`src/rtl/ekf_sched_pkg.sv`:
```
// ekf_sched_pkg
// Shared encodings for the EKF stage scheduler: host op codes, FSM states,
// one-hot RSA stage requests and error codes.
package ekf_sched_pkg;

  localparam logic [1:0] OP_PREDICT = 2'd0;
  localparam logic [1:0] OP_NEWLM   = 2'd1;
  localparam logic [1:0] OP_UPDATE  = 2'd2;
  localparam logic [1:0] OP_RSVD    = 2'd3;

  typedef enum logic [1:0] {
    ST_IDLE      = 2'd0,
    ST_CHECK     = 2'd1,
    ST_ISSUE     = 2'd2,
    ST_WAIT_DONE = 2'd3
  } sched_state_e;

  localparam logic [2:0] STAGE_NONE    = 3'b000;
  localparam logic [2:0] STAGE_PREDICT = 3'b001;
  localparam logic [2:0] STAGE_NEWLM   = 3'b010;
  localparam logic [2:0] STAGE_UPDATE  = 3'b100;

  localparam logic [1:0] ERR_NONE    = 2'd0;
  localparam logic [1:0] ERR_BAD_OP  = 2'd1;
  localparam logic [1:0] ERR_BAD_LK  = 2'd2;
  localparam logic [1:0] ERR_TIMEOUT = 2'd3;

  // Reserved op maps to no stage so it can never raise a request.
  function automatic logic [2:0] stage_onehot(input logic [1:0] op);
    logic [2:0] sel;
    case (op)
      OP_PREDICT: sel = STAGE_PREDICT;
      OP_NEWLM:   sel = STAGE_NEWLM;
      OP_UPDATE:  sel = STAGE_UPDATE;
      default:    sel = STAGE_NONE;
    endcase
    return sel;
  endfunction

endpackage

```
`src/rtl/sched_cmd_fifo.sv`:
```
// sched_cmd_fifo
// Synchronous command FIFO for the stage scheduler.
// Ports:
//   clk_sys, rst_b       clock, async active-low reset
//   push, push_data      write strobe / payload (ignored when full)
//   pop, pop_data        read strobe (ignored when empty) / head entry
//   full, empty          occupancy flags
module sched_cmd_fifo
  import ekf_sched_pkg::*;
#(
  parameter int DW    = 86,
  parameter int DEPTH = 4
) (
  input  logic          clk_sys,
  input  logic          rst_b,
  input  logic          push,
  input  logic [DW-1:0] push_data,
  input  logic          pop,
  output logic [DW-1:0] pop_data,
  output logic          full,
  output logic          empty
);

  localparam int AW = $clog2(DEPTH);

  logic [DW-1:0] mem [DEPTH];
  // One extra pointer bit distinguishes full from empty when the indices match.
  logic [AW:0]   wr_ptr;
  logic [AW:0]   rd_ptr;
  logic          do_push;
  logic          do_pop;

  assign do_push  = push && !full;
  assign do_pop   = pop && !empty;
  assign empty    = (wr_ptr == rd_ptr);
  assign full     = (wr_ptr[AW] != rd_ptr[AW]) && (wr_ptr[AW-1:0] == rd_ptr[AW-1:0]);
  assign pop_data = mem[rd_ptr[AW-1:0]];

  always_ff @(posedge clk_sys or negedge rst_b) begin
    if (!rst_b) begin
      wr_ptr <= '0;
      rd_ptr <= '0;
    end else begin
      if (do_push) wr_ptr <= wr_ptr + (AW+1)'(1);
      if (do_pop)  rd_ptr <= rd_ptr + (AW+1)'(1);
    end
  end

  always_ff @(posedge clk_sys) begin
    if (do_push) mem[wr_ptr[AW-1:0]] <= push_data;
  end

endmodule

```
`src/rtl/ekf_stage_scheduler.sv`:
```
// ekf_stage_scheduler
// Dispatches queued host steps (predict / new-landmark / update) to the RSA
// datapath one stage at a time, validating landmark indices and owning the
// map landmark count.
// Ports:
//   clk, sys_rst                       clock, async active-low reset
//   cmd_valid/cmd_ready, cmd_op,
//   cmd_lk, cmd_d0, cmd_d1             host command push interface
//   clear_map                          zero the map (only when idle and queue empty)
//   stage_val, stage_rdy               one-hot stage request / RSA per-stage ready level
//   landmark_num, l_k                  map landmark count / active landmark index
//   vlr, alpha, rk, phi                operands held for the running stage
//   busy, done, done_op, err, err_code status and completion / error pulses
//
// state        | meaning
// ST_IDLE      | waiting for a queued command; pops head into operand regs
// ST_CHECK     | validates op and landmark index, selects l_k
// ST_ISSUE     | stage_val asserted until RSA drops ready or watchdog expires
// ST_WAIT_DONE | RSA busy; waits for ready to return, then signals done
module ekf_stage_scheduler
  import ekf_sched_pkg::*;
#(
  parameter int RSA_DW    = 32,
  parameter int ROW_LEN   = 10,
  parameter int CMD_DEPTH = 4,
  parameter int TIMEOUT   = 1024,
  parameter int TO_W      = 11
) (
  input  logic               clk,
  input  logic               sys_rst,
  input  logic               cmd_valid,
  output logic               cmd_ready,
  input  logic [1:0]         cmd_op,
  input  logic [ROW_LEN-1:0] cmd_lk,
  input  logic [RSA_DW-1:0]  cmd_d0,
  input  logic [RSA_DW-1:0]  cmd_d1,
  input  logic               clear_map,
  output logic [2:0]         stage_val,
  input  logic [2:0]         stage_rdy,
  output logic [ROW_LEN-1:0] landmark_num,
  output logic [ROW_LEN-1:0] l_k,
  output logic [RSA_DW-1:0]  vlr,
  output logic [RSA_DW-1:0]  alpha,
  output logic [RSA_DW-1:0]  rk,
  output logic [RSA_DW-1:0]  phi,
  output logic               busy,
  output logic               done,
  output logic [1:0]         done_op,
  output logic               err,
  output logic [1:0]         err_code
);

  localparam int FW = 2 + ROW_LEN + 2*RSA_DW;

  sched_state_e       state_q, state_d;

  logic [FW-1:0]      fifo_wdata;
  logic [FW-1:0]      fifo_rdata;
  logic               fifo_full;
  logic               fifo_empty;
  logic               fifo_push;
  logic               fifo_pop;
  logic [1:0]         head_op;
  logic [ROW_LEN-1:0] head_lk;
  logic [RSA_DW-1:0]  head_d0;
  logic [RSA_DW-1:0]  head_d1;

  logic               rdy_q;
  logic [1:0]         op_q;
  logic [ROW_LEN-1:0] lk_q;
  logic [TO_W-1:0]    wd_q;

  logic               rdy_bit;
  logic               lk_bad;
  logic               map_full;
  logic               enter_issue;
  logic               leave_issue;
  logic               wd_dec;
  logic               set_err;
  logic [1:0]         err_code_d;
  logic               set_done;
  logic               lm_inc;
  logic               lm_clr;

  // Held low for the first cycle after reset release so all outputs read 0 in reset.
  assign cmd_ready  = rdy_q && !fifo_full;
  assign fifo_push  = cmd_valid && cmd_ready;
  assign fifo_wdata = {cmd_op, cmd_lk, cmd_d0, cmd_d1};
  assign {head_op, head_lk, head_d0, head_d1} = fifo_rdata;

  sched_cmd_fifo #(
    .DW    (FW),
    .DEPTH (CMD_DEPTH)
  ) u_cmd_fifo (
    .clk_sys   (clk),
    .rst_b     (sys_rst),
    .push      (fifo_push),
    .push_data (fifo_wdata),
    .pop       (fifo_pop),
    .pop_data  (fifo_rdata),
    .full      (fifo_full),
    .empty     (fifo_empty)
  );

  assign busy     = (state_q != ST_IDLE) || !fifo_empty;
  assign rdy_bit  = |(stage_rdy & stage_onehot(op_q));
  assign lk_bad   = (op_q == OP_UPDATE) && (lk_q >= landmark_num);
  assign map_full = (landmark_num == {ROW_LEN{1'b1}});
  assign lm_clr   = clear_map && (state_q == ST_IDLE) && fifo_empty;

  always_ff @(posedge clk or negedge sys_rst) begin
    if (!sys_rst) state_q <= ST_IDLE;
    else          state_q <= state_d;
  end

  always_comb begin
    state_d     = state_q;
    fifo_pop    = 1'b0;
    enter_issue = 1'b0;
    leave_issue = 1'b0;
    wd_dec      = 1'b0;
    set_err     = 1'b0;
    err_code_d  = ERR_NONE;
    set_done    = 1'b0;
    lm_inc      = 1'b0;
    case (state_q)
      ST_IDLE: begin
        if (!fifo_empty) begin
          fifo_pop = 1'b1;
          state_d  = ST_CHECK;
        end
      end
      ST_CHECK: begin
        state_d = ST_IDLE;
        if (op_q == OP_RSVD) begin
          set_err    = 1'b1;
          err_code_d = ERR_BAD_OP;
        end else if (lk_bad || ((op_q == OP_NEWLM) && map_full)) begin
          set_err    = 1'b1;
          err_code_d = ERR_BAD_LK;
        end else begin
          enter_issue = 1'b1;
          state_d     = ST_ISSUE;
        end
      end
      ST_ISSUE: begin
        // RSA accepting the stage wins over a watchdog expiring in the same cycle.
        if (!rdy_bit) begin
          leave_issue = 1'b1;
          state_d     = ST_WAIT_DONE;
        end else if (wd_q == '0) begin
          leave_issue = 1'b1;
          set_err     = 1'b1;
          err_code_d  = ERR_TIMEOUT;
          state_d     = ST_IDLE;
        end else begin
          wd_dec = 1'b1;
        end
      end
      ST_WAIT_DONE: begin
        if (rdy_bit) begin
          set_done = 1'b1;
          lm_inc   = (op_q == OP_NEWLM);
          state_d  = ST_IDLE;
        end
      end
      default: state_d = ST_IDLE;
    endcase
  end

  always_ff @(posedge clk or negedge sys_rst) begin
    if (!sys_rst) begin
      rdy_q        <= 1'b0;
      op_q         <= OP_PREDICT;
      lk_q         <= '0;
      l_k          <= '0;
      vlr          <= '0;
      alpha        <= '0;
      rk           <= '0;
      phi          <= '0;
      stage_val    <= STAGE_NONE;
      wd_q         <= '0;
      landmark_num <= '0;
      done         <= 1'b0;
      done_op      <= OP_PREDICT;
      err          <= 1'b0;
      err_code     <= ERR_NONE;
    end else begin
      rdy_q    <= 1'b1;
      done     <= set_done;
      done_op  <= set_done ? op_q : OP_PREDICT;
      err      <= set_err;
      err_code <= set_err ? err_code_d : ERR_NONE;

      if (fifo_pop) begin
        op_q <= head_op;
        lk_q <= head_lk;
        if (head_op == OP_PREDICT) begin
          vlr   <= head_d0;
          alpha <= head_d1;
        end else begin
          rk  <= head_d0;
          phi <= head_d1;
        end
      end

      if (enter_issue) begin
        stage_val <= stage_onehot(op_q);
        // Down-counter reaches zero after TIMEOUT cycles in ISSUE.
        wd_q      <= TO_W'(TIMEOUT - 1);
        if (op_q == OP_NEWLM)       l_k <= landmark_num;
        else if (op_q == OP_UPDATE) l_k <= lk_q;
      end else if (leave_issue) begin
        stage_val <= STAGE_NONE;
      end

      if (wd_dec) wd_q <= wd_q - TO_W'(1);

      if (lm_clr)      landmark_num <= '0;
      else if (lm_inc) landmark_num <= landmark_num + ROW_LEN'(1);
    end
  end

endmodule

```
`config.mk`:
```
export PLATFORM = sky130hd
export DESIGN_NAME = ekf_stage_scheduler
export DESIGN_NICKNAME = d
export VERILOG_FILES = /design/src/rtl/ekf_sched_pkg.sv /design/src/rtl/sched_cmd_fifo.sv /design/src/rtl/ekf_stage_scheduler.sv
export SDC_FILE = /design/constraint.sdc
export NUM_CORES = 1
export LEC_CHECK = 0
export CAP_MARGIN = 5
export CORE_MARGIN = 2
export CORE_UTILIZATION = 34
export DETAILED_ROUTE_END_ITERATION = 8
export GPL_TIMING_DRIVEN = 1
export HOLD_SLACK_MARGIN = 0.15
export PLACE_DENSITY_LB_ADDON = 0.12
export SYNTH_ARGS = -nofsm -noshare
export SYNTH_HDL_FRONTEND = slang
export SYNTH_HIERARCHICAL = 1
export SYNTH_SLANG_ARGS = --single-unit
```
`constraint.sdc`:
```
create_clock -name clk -period 4.3 [get_ports clk]
set_clock_uncertainty 0.15 [all_clocks]
set_input_delay 0.86 -clock clk [delete_from_list [all_inputs] [get_ports clk]]
set_output_delay 0.86 -clock clk [all_outputs]
set_load 0.01 [all_outputs]
```
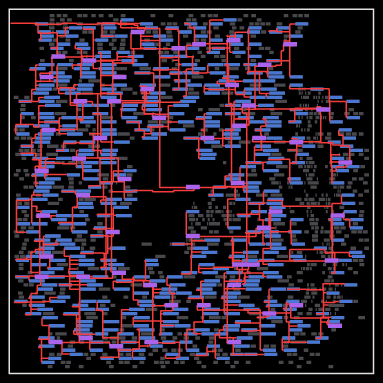
Fig. 1. Clock wires, drivers and flops (run 1).
Drawn at 1.5 px/µm.
legend:
  flip-flops:
    colour: blue
    count: 493
  clock-net drivers:
    colour: purple
    count: 55
  clock wires:
    colour: red
    length: 6,450 µm
flops lie: spread over the die
Clock Power: 4.60 mW
clock share of power: 25.7%

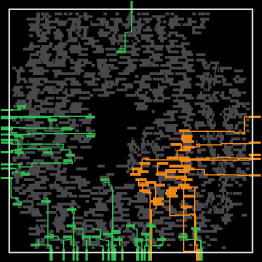
Fig. 2. Wires at chosen ports, followed through buffers (run 1).
Drawn at 1 px/µm.
legend:
  cmd_lk:
    colour: orange
    direction: input
    edge: 5 east, 5 south
    end_cells: 40
    buffers: 10
    wire: 1,080 µm
  alpha:
    colour: green
    direction: output
    edge: 19 south, 12 west, 1 north
    end_cells: 32
    buffers: 32
    wire: 1,350 µm
# port buffers: 241
I/O pin total: 242

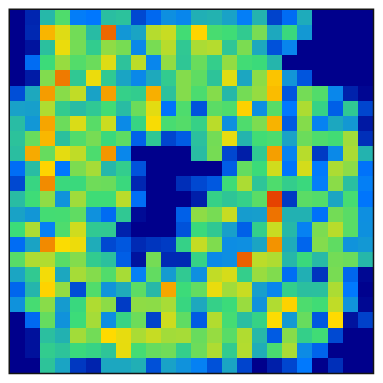
Fig. 3. Cell area per tile (run 1).
Drawn at 1.5 px/µm. 24 x 24 tiles, from dark blue (low) to red (high), 0 to 100% covered.
nearly empty tiles: 11%
tiles over 75% full: 4.9%
fullest tile: 93%
mean over tiles: 40%
Initial Utilization: 34.2%
core area: 56,200 µm²
Core Util, Final: 43.6%

==> CHANGELOG.md, run 1 <==
### Implementation results

* Status: completed
* Most Crowded Layer GR: met2
* Die ar. at just under 60,000 µm²
* Total track usage at 14.9%
* CTS-repair resized insts at 0
* Hold slack at 0.207 ns
* Drc violations at 0
* Combinational fraction of design power at between 30% and 40%
* Overall routed net length at 43.2 mm
* Final slew viol count at 0
* Vias at 9,887
* Unique cell types at 66
* Number of fill cells in the layout at 5,013
* Flip-flops at 493
* Flop share of the area at 56.6%
* Slew headroom at a little under half
* WL met2 at 21.7 mm
* Final setup viols at 0
* Drt pass-1 iters at 4
* Top layer in use: met5
* Synth Cell Area at 19,200 µm²
* Net Sw Frac at approximately 30%
* Setup TNS at 0 ns
* Post-Synth XOR/XNOR Area at under 10%
* Synth Flop Type: edfxtp_1
* Yosys cell count at ~1,000
* Synth area leaders: edfxtp_1 (47%), dfrtp_1 (25%), mux2_2 (9.1%)
* CLK BUF at ~77
* Well Taps at between 700 and 800
* Initial antenna violation count at 1
* Crit-path max FO at 22
* Flop-to-flop setup slack at 1.17 ns
* First-pass GRT wire length at between 60 and 70 mm
* Reg2reg end: u_cmd_fifo/mem[0][13]$_DFFE_PP_
* Power per Cell Area at 731 nW/µm²
* Delay of the slowest critical-path stage at between 0.6 and 0.7 ns
* Arr. time, crit path at 2.83 ns
* Switching power at about 5.4 mW
* Yosys chip area at ~19,000 µm²
* Comb/total area at between 20 and 25%
* Critical Path Source Type: flop
* GRT Residual Overflow at 0
* Post-Layout Inst Area at about 24,000 µm²
* Sequential cell power at 7.00 mW
* Vias in the first global route at approximately 11,000
* Mean Syn Cell Area at 19.1 µm²
* Ys Warns at 6
* Critical Path, Cell by Cell: xor2_4 -> nor3_1 -> nand2_1 -> clkdlybuf4s50_1
* Non-clock buffers at approximately 270
* Crit path max-delay cell type: dfrtp_4
* Synth top cells by count: edfxtp_1 (304), dfrtp_1 (189), mux2_2 (155), mux4_2 (76), ha_1 (27)
* End of the critical path: busy
* Root Driver: clkbuf_16
* Final worst path period share at 89.3%
* Ys async rst share at a little under two fifths
* Sequential share of power at 39.1%
* Combinational power at roughly 6.3 mW
* Tmin final at 3.84 ns
* RSZ-0062 raised after global routing: false
* Yosys top cell by area: edfxtp_1
* Largest class: registers
* Commonest cells after routing, fill and taps aside: edfxtp_1 (304), clkdlybuf4s50_1 (240), dfrtp_1 (187), mux2_2 (155), mux4_2 (76)
* WS Path Type: flop to output pin
* Clock-pin slew on the worst setup and hold paths at 0.06 ns
* Cell family with most CP delay: simple AND/OR/NAND/NOR gates
* Comb area leader: multiplexers
* Buf+Inv Stages, Crit Path at 1
* Routing usage on met3 at under 10%
* Seq share, synth at a little over 70%
* Layout area overhead at 27.3%
* Post-DRT Antenna Nets at 0
* Static Leak at 8.69 nW
* Final instance count without filler cells at ~2,100
* Global Route met1 Usage at 19.0%
* Critical Path RT at 3.29 ns
* Post-DP HPWL at 27.3 mm
* Comb_multi_in at 447
* Log Warnings at 37
==> run 1 -> run 2 <==
--- a/config.mk
+++ b/config.mk
@@ -5,13 +5,15 @@
 export SDC_FILE = /design/constraint.sdc
 export NUM_CORES = 1
 export LEC_CHECK = 0
-export CAP_MARGIN = 5
+export CELL_PAD_IN_SITES_DETAIL_PLACEMENT = 1
+export CELL_PAD_IN_SITES_GLOBAL_PLACEMENT = 2
 export CORE_MARGIN = 2
 export CORE_UTILIZATION = 34
 export DETAILED_ROUTE_END_ITERATION = 8
 export GPL_TIMING_DRIVEN = 1
 export HOLD_SLACK_MARGIN = 0.15
 export PLACE_DENSITY_LB_ADDON = 0.12
+export SETUP_SLACK_MARGIN = 0.3
 export SYNTH_ARGS = -nofsm -noshare
 export SYNTH_HDL_FRONTEND = slang
 export SYNTH_HIERARCHICAL = 1
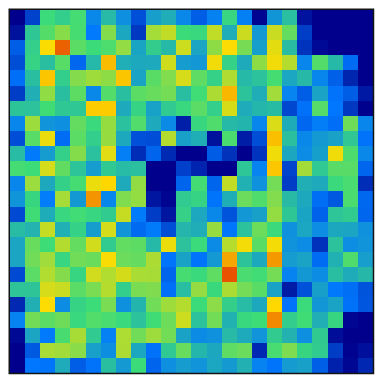
Fig. 4. Cell area per tile (run 2).
Drawn at 1.5 px/µm. 24 x 24 tiles, from dark blue (low) to red (high), 0 to 100% covered.
tiles over 75% full: 2.8%
nearly empty tiles: 6.2%
fullest tile: 91%
mean over tiles: 40%
Core Util, Final: 43.5%

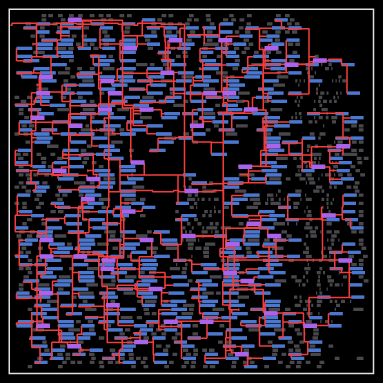
Fig. 5. Clock wires, drivers and flops (run 2).
Drawn at 1.5 px/µm.
legend:
  flip-flops:
    colour: blue
    count: 493
  clock wires:
    colour: red
    length: 6,670 µm
  clock-net drivers:
    colour: purple
    count: 55
routed clock nets: 56
flops lie: spread over the die
clock share of power: 25.6%
clk ins delay skew pair: 0.59 ns

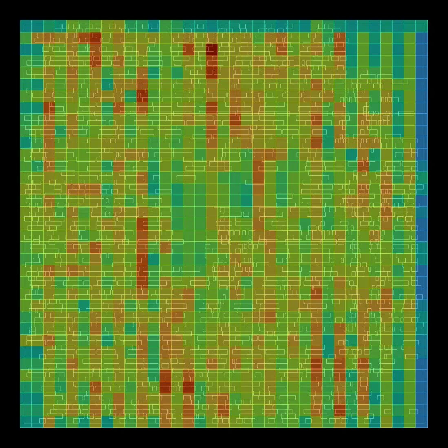
Fig. 6. Track usage over the die (run 2).
total track usage: 15.6%
Global Route met1 Usage: 18.8%
routing usage on met3: 3.66%
wire per inst: 21.3 µm

==> run 2 against run 1 <==
Cell area fell by 0.25%. Global-route usage rose by 0.67 points. Sequential cell count did not move. Critical path depth did not move. Fmax rose by 4.1%. Synthesized area did not move. Final cell count fell by 0.24%. Combinational power rose by 2%. Clock-buffer cell count fell by 4. Register-to-register slack got worse by 0.16 ns. Critical path type unchanged.
==> CHANGELOG.md, run 2 <==
### Implementation results

* Die ar. at 58,500 µm² (unchanged)
* Commonest cells after routing, fill and taps aside: edfxtp_1 (304), clkdlybuf4s50_1 (240), dfrtp_1 (187), mux2_2 (155), mux4_2 (76)
* TritonCTS clock tree: built
* Sequential share of power at 38.6% (-0.5 points)
* Overall routed net length at 44.5 mm (+3.1%)
* Wl on met1 at between 15 and 20 mm
* Post-DP HPWL at 28.0 mm (+2.8%)
* Switching power at 5.40 mW (+0.40%)
* Critical Path Source Type: flop
* First-pass GRT wire length at 69.6 mm (+4.7%)
* Clk buf depth at 3
* Die Y at roughly 240 µm
* Mean Syn Cell Area at 19.1 µm² (unchanged)
* Basic Gates by Area at 2.86%
* Core area at 56,200 µm² (unchanged)
* Post-Layout Inst Area at 24,400 µm² (-0.25%)
* Log Warnings at 37 (unchanged)
* Register area at 13,900 µm²
* Vias/cell at 4.78
* GRT Residual Overflow at 0 (unchanged)
* Clock Power at 4.57 mW (about the same)
* Dpl cells at 1,981
* Worst-case reg-to-reg path depth at 5
* VDD IR-drop max at 0.000406 V
* CP Depth at 4
* Die W at 242 µm
* Worst slew pin tran at between 0.9 and 1 ns
* Ys async rst share at 38.3% (unchanged)
* Final worst path period share at 85.8% (-3.5 points)
* Buf+Inv Stages, Crit Path at 1 (unchanged)
* Number of enable flip-flop cells at 304
* GR met2 Demand/Resource at about 28%
* Flop share of the area at 56.8% (+0.14 points)
* Crit path max-delay cell type: nor3_1
* Final setup viols at 0 (unchanged)
* Seq share, synth at 72.1% (unchanged)
* Combinational fraction of design power at 35.9% (+0.7 points)
* Number of flip-flops in the largest register at 304
* Largest net degree at the start of global routing at 79
* Layout area overhead at 27.0%
* Final Hold Viols at 0
* Synth area leaders: edfxtp_1 (47%), dfrtp_1 (25%), mux2_2 (9.1%)
* Internal power at approximately 12 mW
* Delay of the slowest critical-path stage at 0.55 ns (-0.12 ns)
* Critical Path End Type: output pin
* Post-Synth XOR/XNOR Area at 1.05% (unchanged)
* Drt pass-1 iters at 6 (+2)
* Root Driver: clkbuf_16
* Synth Cell Area at 19,200 µm² (unchanged)
* Top layer in use: met5
* Combinational power at 6.41 mW (+2%)
* Cell family with most CP delay: simple AND/OR/NAND/NOR gates
* I/O pin total at 242 (unchanged)
* Reg2reg end: alpha[12]$_DFFE_PN0P_
* Comb_multi_in at 447 (unchanged)
* Critical Path RT at 3.29 ns (about the same)
* Synth Flop Type: edfxtp_1
* Setup TNS at 0 ns (unchanged)
* Met3 wire length at 2.22 mm
* Post-DRT Antenna Nets at 0 (unchanged)
* Crit-path max FO at 6 (-73%)
* Worst Hold Class: input pin to async pin
* Initial antenna violation count at 7 (+6)
* Non-clk invs at 24
* CTS-repair resized insts at 0 (unchanged)
* Post-CTS repair timing setup buffer count at 0
* Yosys top cell by area: edfxtp_1
* Synth top cells by count: edfxtp_1 (304), dfrtp_1 (189), mux2_2 (155), mux4_2 (76), ha_1 (27)
* Largest class: registers
* Post-place setup slack at 0.895 ns
* Htree depth at 2
* Initial Utilization at 34.2% (unchanged)
* Number of fill cells in the layout at 5,445 (+8.6%)
* Status: completed
* Iter 0 DRT Violations at between 400 and 500
* # port buffers at 241 (unchanged)
* Ys Warns at 6 (unchanged)
* Most frequent cell after synthesis: edfxtp_1
* Max-area cell share at 47.5%
* DP Area at 22,600 µm²
* Comb/total area at 20.8% (+0.052 points)
* Antenna cells at 1
* Yosys cell count at 1,004 (unchanged)
* Slew headroom at 39.5% (-5.7 points)
* Fmax at ~270 MHz
* WS Path Type: flop to output pin
* Flop-to-flop setup slack at 1.01 ns (-0.16 ns)
* Hold slack at 0.132 ns (-0.0753 ns)
* Static Leak at 8.66 nW (-0.39%)
* # hold bufs at CTS at 0
* Clock-pin slew on the worst setup and hold paths at 0.06 ns (about the same)
* Sequential cell power at 6.89 mW (-2%)
* CLK BUF at 73 (-5.2%)
* ClkCell Share at 7.24%
* Final instance count without filler cells at 2,086 (-0.24%)
* WL met2 at 23.2 mm (+7.1%)
* AND-OR/OR-AND share of the synthesized area at between 2 and 2.5%
* Comb area leader: multiplexers
* Flip-flops at 493 (unchanged)
* End of the critical path: busy
* Final #Nets at 1,392
* Most Crowded Layer GR: met2
* Power per Cell Area at 732 nW/µm² (about the same)
* Share of layout cells above drive strength 1 at between 20% and 30%
* Dominant logic cell type in the layout: edfxtp_1
* Adder Share, Synth at 1.76%
* Mux frac, synth at 18.3%
* Drc violations at 0 (unchanged)
* Final slew viol count at 0 (unchanged)
* Arr. time, crit path at 2.68 ns (-0.15 ns)
* Origin of the critical flop-to-flop path: u_cmd_fifo/rd_ptr[0]$_DFFE_PN0P_
* Final non-clock buffer share at 10.9%
* Tmin final at 3.69 ns (-0.150 ns)
* Vias at 9,964 (+0.78%)
* Largest Pwr Group: sequential cells
* Final WS setup at 0.611 ns
* Comb area at 5080 µm²
* Cell row count at 87
* Unique cell types at 66 (unchanged)
* Clk sinks at 493
* Yosys chip area at 19,200 µm² (unchanged)
* Non-clock buffers at 261 (-2.2%)
* Max-cap viol count at 0
* Net Sw Frac at 30.2% (+0.18 points)
* Vias in the first global route at 11,153 (+3.3%)
* Well Taps at 756 (unchanged)
* RSZ-0062 raised after global routing: false
* Critical Path Source: u_cmd_fifo/wr_ptr[0]$_DFFE_PN0P_
* Post-Synthesis Cells at 1,004
* Critical Path, Cell by Cell: xor2_4 -> nor3_1 -> nand2_1 -> clkdlybuf4s50_1
==> run 2 -> run 3 <==
--- a/config.mk
+++ b/config.mk
@@ -5,15 +5,15 @@
 export SDC_FILE = /design/constraint.sdc
 export NUM_CORES = 1
 export LEC_CHECK = 0
+export CAP_MARGIN = 20
 export CELL_PAD_IN_SITES_DETAIL_PLACEMENT = 1
 export CELL_PAD_IN_SITES_GLOBAL_PLACEMENT = 2
 export CORE_MARGIN = 2
 export CORE_UTILIZATION = 34
 export DETAILED_ROUTE_END_ITERATION = 8
-export GPL_TIMING_DRIVEN = 1
+export GPL_TIMING_DRIVEN = 0
 export HOLD_SLACK_MARGIN = 0.15
 export PLACE_DENSITY_LB_ADDON = 0.12
-export SETUP_SLACK_MARGIN = 0.3
 export SYNTH_ARGS = -nofsm -noshare
 export SYNTH_HDL_FRONTEND = slang
 export SYNTH_HIERARCHICAL = 1
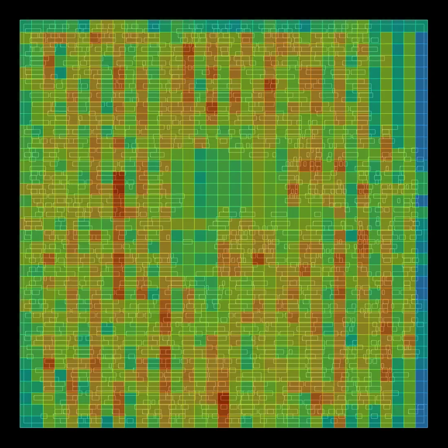
Fig. 7. Track usage over the die (run 3).
Core Util, Final: 44.1%
Global Route met1 Usage: 19.8%
GR met2 Demand/Resource: 28.1%
routing usage on met3: 3.65%

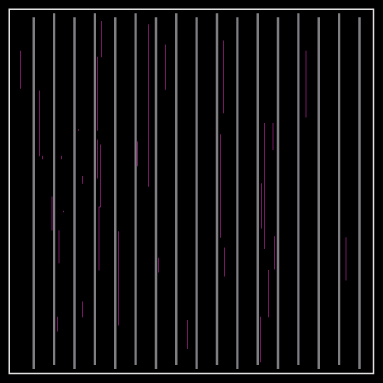
Fig. 8. M4 wires (run 3).
Drawn at 1.5 px/µm. Supply wires on this layer in grey.
wire length on this layer: 994 µm
nets with wire on the layer: 12
main direction: vertical
longest straight run: 108 µm
Vias: 10,131
overall routed net length: 46.2 mm

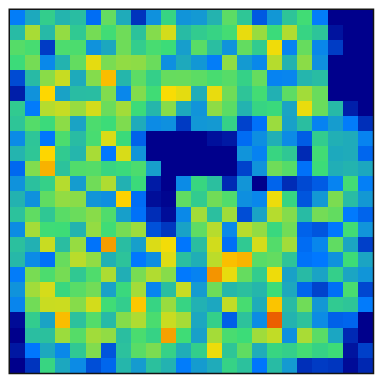
Fig. 9. Cell area per tile (run 3).
Drawn at 1.5 px/µm. 24 x 24 tiles, from dark blue (low) to red (high), 0 to 100% covered.
nearly empty tiles: 6.8%
mean over tiles: 41%
emptiest ninth of the die: centre
tiles over 75% full: 2.4%
fullest tile: 89%

==> run 3 against run 2 <==
Synthesized cell count unchanged. Via count up 1.7%. Core utilization up 0.67 points. Critical path type unchanged.
==> CHANGELOG.md, run 3 <==
### Implementation results

* GRT Residual Overflow at 0 (unchanged)
* Net Sw Frac at 30.1% (-0.097 points)
* Crit path max-delay cell type: nor3_1
* Dominant logic cell type in the layout: edfxtp_1
* Largest Pwr Group: sequential cells
* Share of layout cells above drive strength 1 at 27.8% (+1.5 points)
* Buf+Inv Stages, Crit Path at 3 (+2)
* Clk ins delay skew pair at 0.60 ns (about the same)
* Status: completed
* Post-DRT Antenna Nets at 0 (unchanged)
* Iter 0 DRT Violations at 385 (-5.4%)
* Wire per inst at 21.8 µm (+2.3%)
* First-pass GRT wire length at 71.4 mm (+2.5%)
* Comb area leader: multiplexers
* Ys async rst share at 38.3% (unchanged)
* Clock-pin slew on the worst setup and hold paths at 0.06 ns (about the same)
* Most Crowded Layer GR: met2
* Power per Cell Area at 746 nW/µm² (+2.0%)
* Worst-case reg-to-reg path depth at 10 (+5)
* Final WS setup at 0.469 ns (-0.142 ns)
* I/O pin total at 242 (unchanged)
* Critical Path Source: u_cmd_fifo/rd_ptr[0]$_DFFE_PN0P_
* Root Driver: clkbuf_16
* Post-place setup slack at 0.801 ns (-0.0941 ns)
* Synth Cell Area at 19,200 µm² (unchanged)
* Tmin final at 3.83 ns (+0.142 ns)
* End of the critical path: busy
* Final instance count without filler cells at 2,114 (+1.3%)
* Initial Utilization at 34.2% (unchanged)
* Post-Layout Inst Area at 24,800 µm² (+1.5%)
* Critical Path Source Type: flop
* Worst Hold Class: flop to flop
* Max-cap viol count at 0 (unchanged)
* Ys Warns at 6 (unchanged)
* Drt pass-1 iters at 4 (-2)
* Post-Synthesis Cells at 1,004 (unchanged)
* WL met2 at 23.7 mm (+2.0%)
* VDD IR-drop max at 0.000357 V (-12%)
* Final setup viols at 0 (unchanged)
* Number of enable flip-flop cells at 304 (unchanged)
* Hold endpoint: l_k[3]$_DFFE_PN0P_
* Die W at 242 µm (unchanged)
* Final #Nets at 1,421 (+2.1%)
* CTS-repair resized insts at 0 (unchanged)
* ClkCell Share at 7.83% (+0.58 points)
* Hold depth at 1
* RSZ-0062 raised after global routing: false
* Wl on met1 at 19.2 mm (+5.9%)
* Static Leak at 8.87 nW (+2.4%)
* Yosys cell count at 1,004 (unchanged)
* Post-Synth XOR/XNOR Area at 1.05% (unchanged)
* Worst slew pin tran at 0.998 ns (+0.0906 ns)
* DP Area at 22,800 µm² (+0.84%)
* Adder Share, Synth at 1.76% (unchanged)
* Yosys chip area at 19,200 µm² (unchanged)
* Initial antenna violation count at 7 (unchanged)
* Total track usage at 16.0% (+0.43 points)
* Antenna cells at 2 (+1)
* Mean Syn Cell Area at 19.1 µm² (unchanged)
* Combinational fraction of design power at 35.8% (about the same)
* Mux frac, synth at 18.3% (unchanged)
* Largest class: registers
* Number of flip-flops in the largest register at 304 (unchanged)
* # port buffers at 241 (unchanged)
* Final non-clock buffer share at 11.6% (+0.72 points)
* Switching power at 5.58 mW (+3.3%)
* Sequential share of power at 37.2% (-1.4 points)
* Basic Gates by Area at 2.86% (unchanged)
* Clock Power at 5.00 mW (+9.4%)
* Vias in the first global route at 11,438 (+2.6%)
* TritonCTS clock tree: built
* Core area at 56,200 µm² (unchanged)
* Flop-to-flop setup slack at 0.86 ns (-0.15 ns)
* Drc violations at 0 (unchanged)
* Post-DP HPWL at 30.3 mm (+8.1%)
* # hold bufs at CTS at 1 (+1)
* Synth top cells by count: edfxtp_1 (304), dfrtp_1 (189), mux2_2 (155), mux4_2 (76), ha_1 (27)
* Flop share of the area at 55.9% (-0.89 points)
* AND-OR/OR-AND share of the synthesized area at 2.26% (unchanged)
* Die ar. at 58,500 µm² (unchanged)
* Synth Flop Type: edfxtp_1
* Cell row count at 87 (unchanged)
* Register area at 13,900 µm² (about the same)
* Largest net degree at the start of global routing at 103 (+30%)
* Final worst path period share at 89.1% (+3.3 points)
* Critical Path End Type: output pin
* Post-CTS repair timing setup buffer count at 0 (unchanged)
* Layout area overhead at 29.0%
* Fmax at 261 MHz (-3.7%)
* Clock share of power at 27.0% (+1.4 points)
* Number of fill cells in the layout at 5,442 (-0.055%)
* Well Taps at 756 (unchanged)
* Non-clk invs at 24 (unchanged)
* Reg2reg end: rk[26]$_DFFE_PN0P_
* Top layer in use: met5
* Clk buf depth at 3 (unchanged)
* Non-clock buffers at 291 (+11%)
* Delay of the slowest critical-path stage at 0.53 ns (-0.02 ns)
* Dpl cells at 2,010 (+1.5%)
* Htree depth at 2 (unchanged)
* Floorplan Nets at 1,114
* Setup TNS at 0 ns (unchanged)
* Cell family with most CP delay: buffers and inverters
* Sequential cell power at 6.88 mW (about the same)
* Combinational power at 6.63 mW (+3.4%)
* CP Depth at 6 (+2)
* Max-area cell share at 47.5% (unchanged)
* Vias/cell at 4.79 (+0.33%)
* Clk sinks at 493 (unchanged)
* Internal power at 12.9 mW (+3.7%)
* Arr. time, crit path at 2.82 ns (+0.14 ns)
* Flip-flops at 493 (unchanged)
* Origin of the critical flop-to-flop path: u_cmd_fifo/rd_ptr[1]$_DFFE_PN0P_
* Crit-path max FO at 10 (+4)
* Unique cell types at 66 (unchanged)
* Critical Path RT at 3.29 ns (about the same)
* CLK BUF at 65 (-11%)
* Final Hold Viols at 0 (unchanged)
* Most frequent cell after synthesis: edfxtp_1
* Synth area leaders: edfxtp_1 (47%), dfrtp_1 (25%), mux2_2 (9.1%)
* Comb_multi_in at 447 (unchanged)
* WS Path Type: flop to output pin
* Met3 wire length at 2.26 mm (+1.9%)
* Die Y at 242 µm (unchanged)
* Seq share, synth at 72.1% (unchanged)
* Log Warnings at 40 (+8.1%)
* Comb area at 5070 µm² (-0.25%)
* Yosys top cell by area: edfxtp_1
* Comb/total area at 20.4% (-0.36 points)
* Critical Path, Cell by Cell: buf_6 -> buf_8 -> xor2_4 -> nor3_1 -> nand2_1 -> clkdlybuf4s50_1
* Hold slack at 0.341 ns (+0.209 ns)
* Slew headroom at 33.4% (-6.0 points)
* Clock buffer count from CTS at ~54
* Final slew viol count at 0 (unchanged)
* Commonest cells after routing, fill and taps aside: edfxtp_1 (304), clkdlybuf4s50_1 (240), dfrtp_1 (189), mux2_2 (155), mux4_2 (76)
Power is estimated from default activity; no workload was simulated.
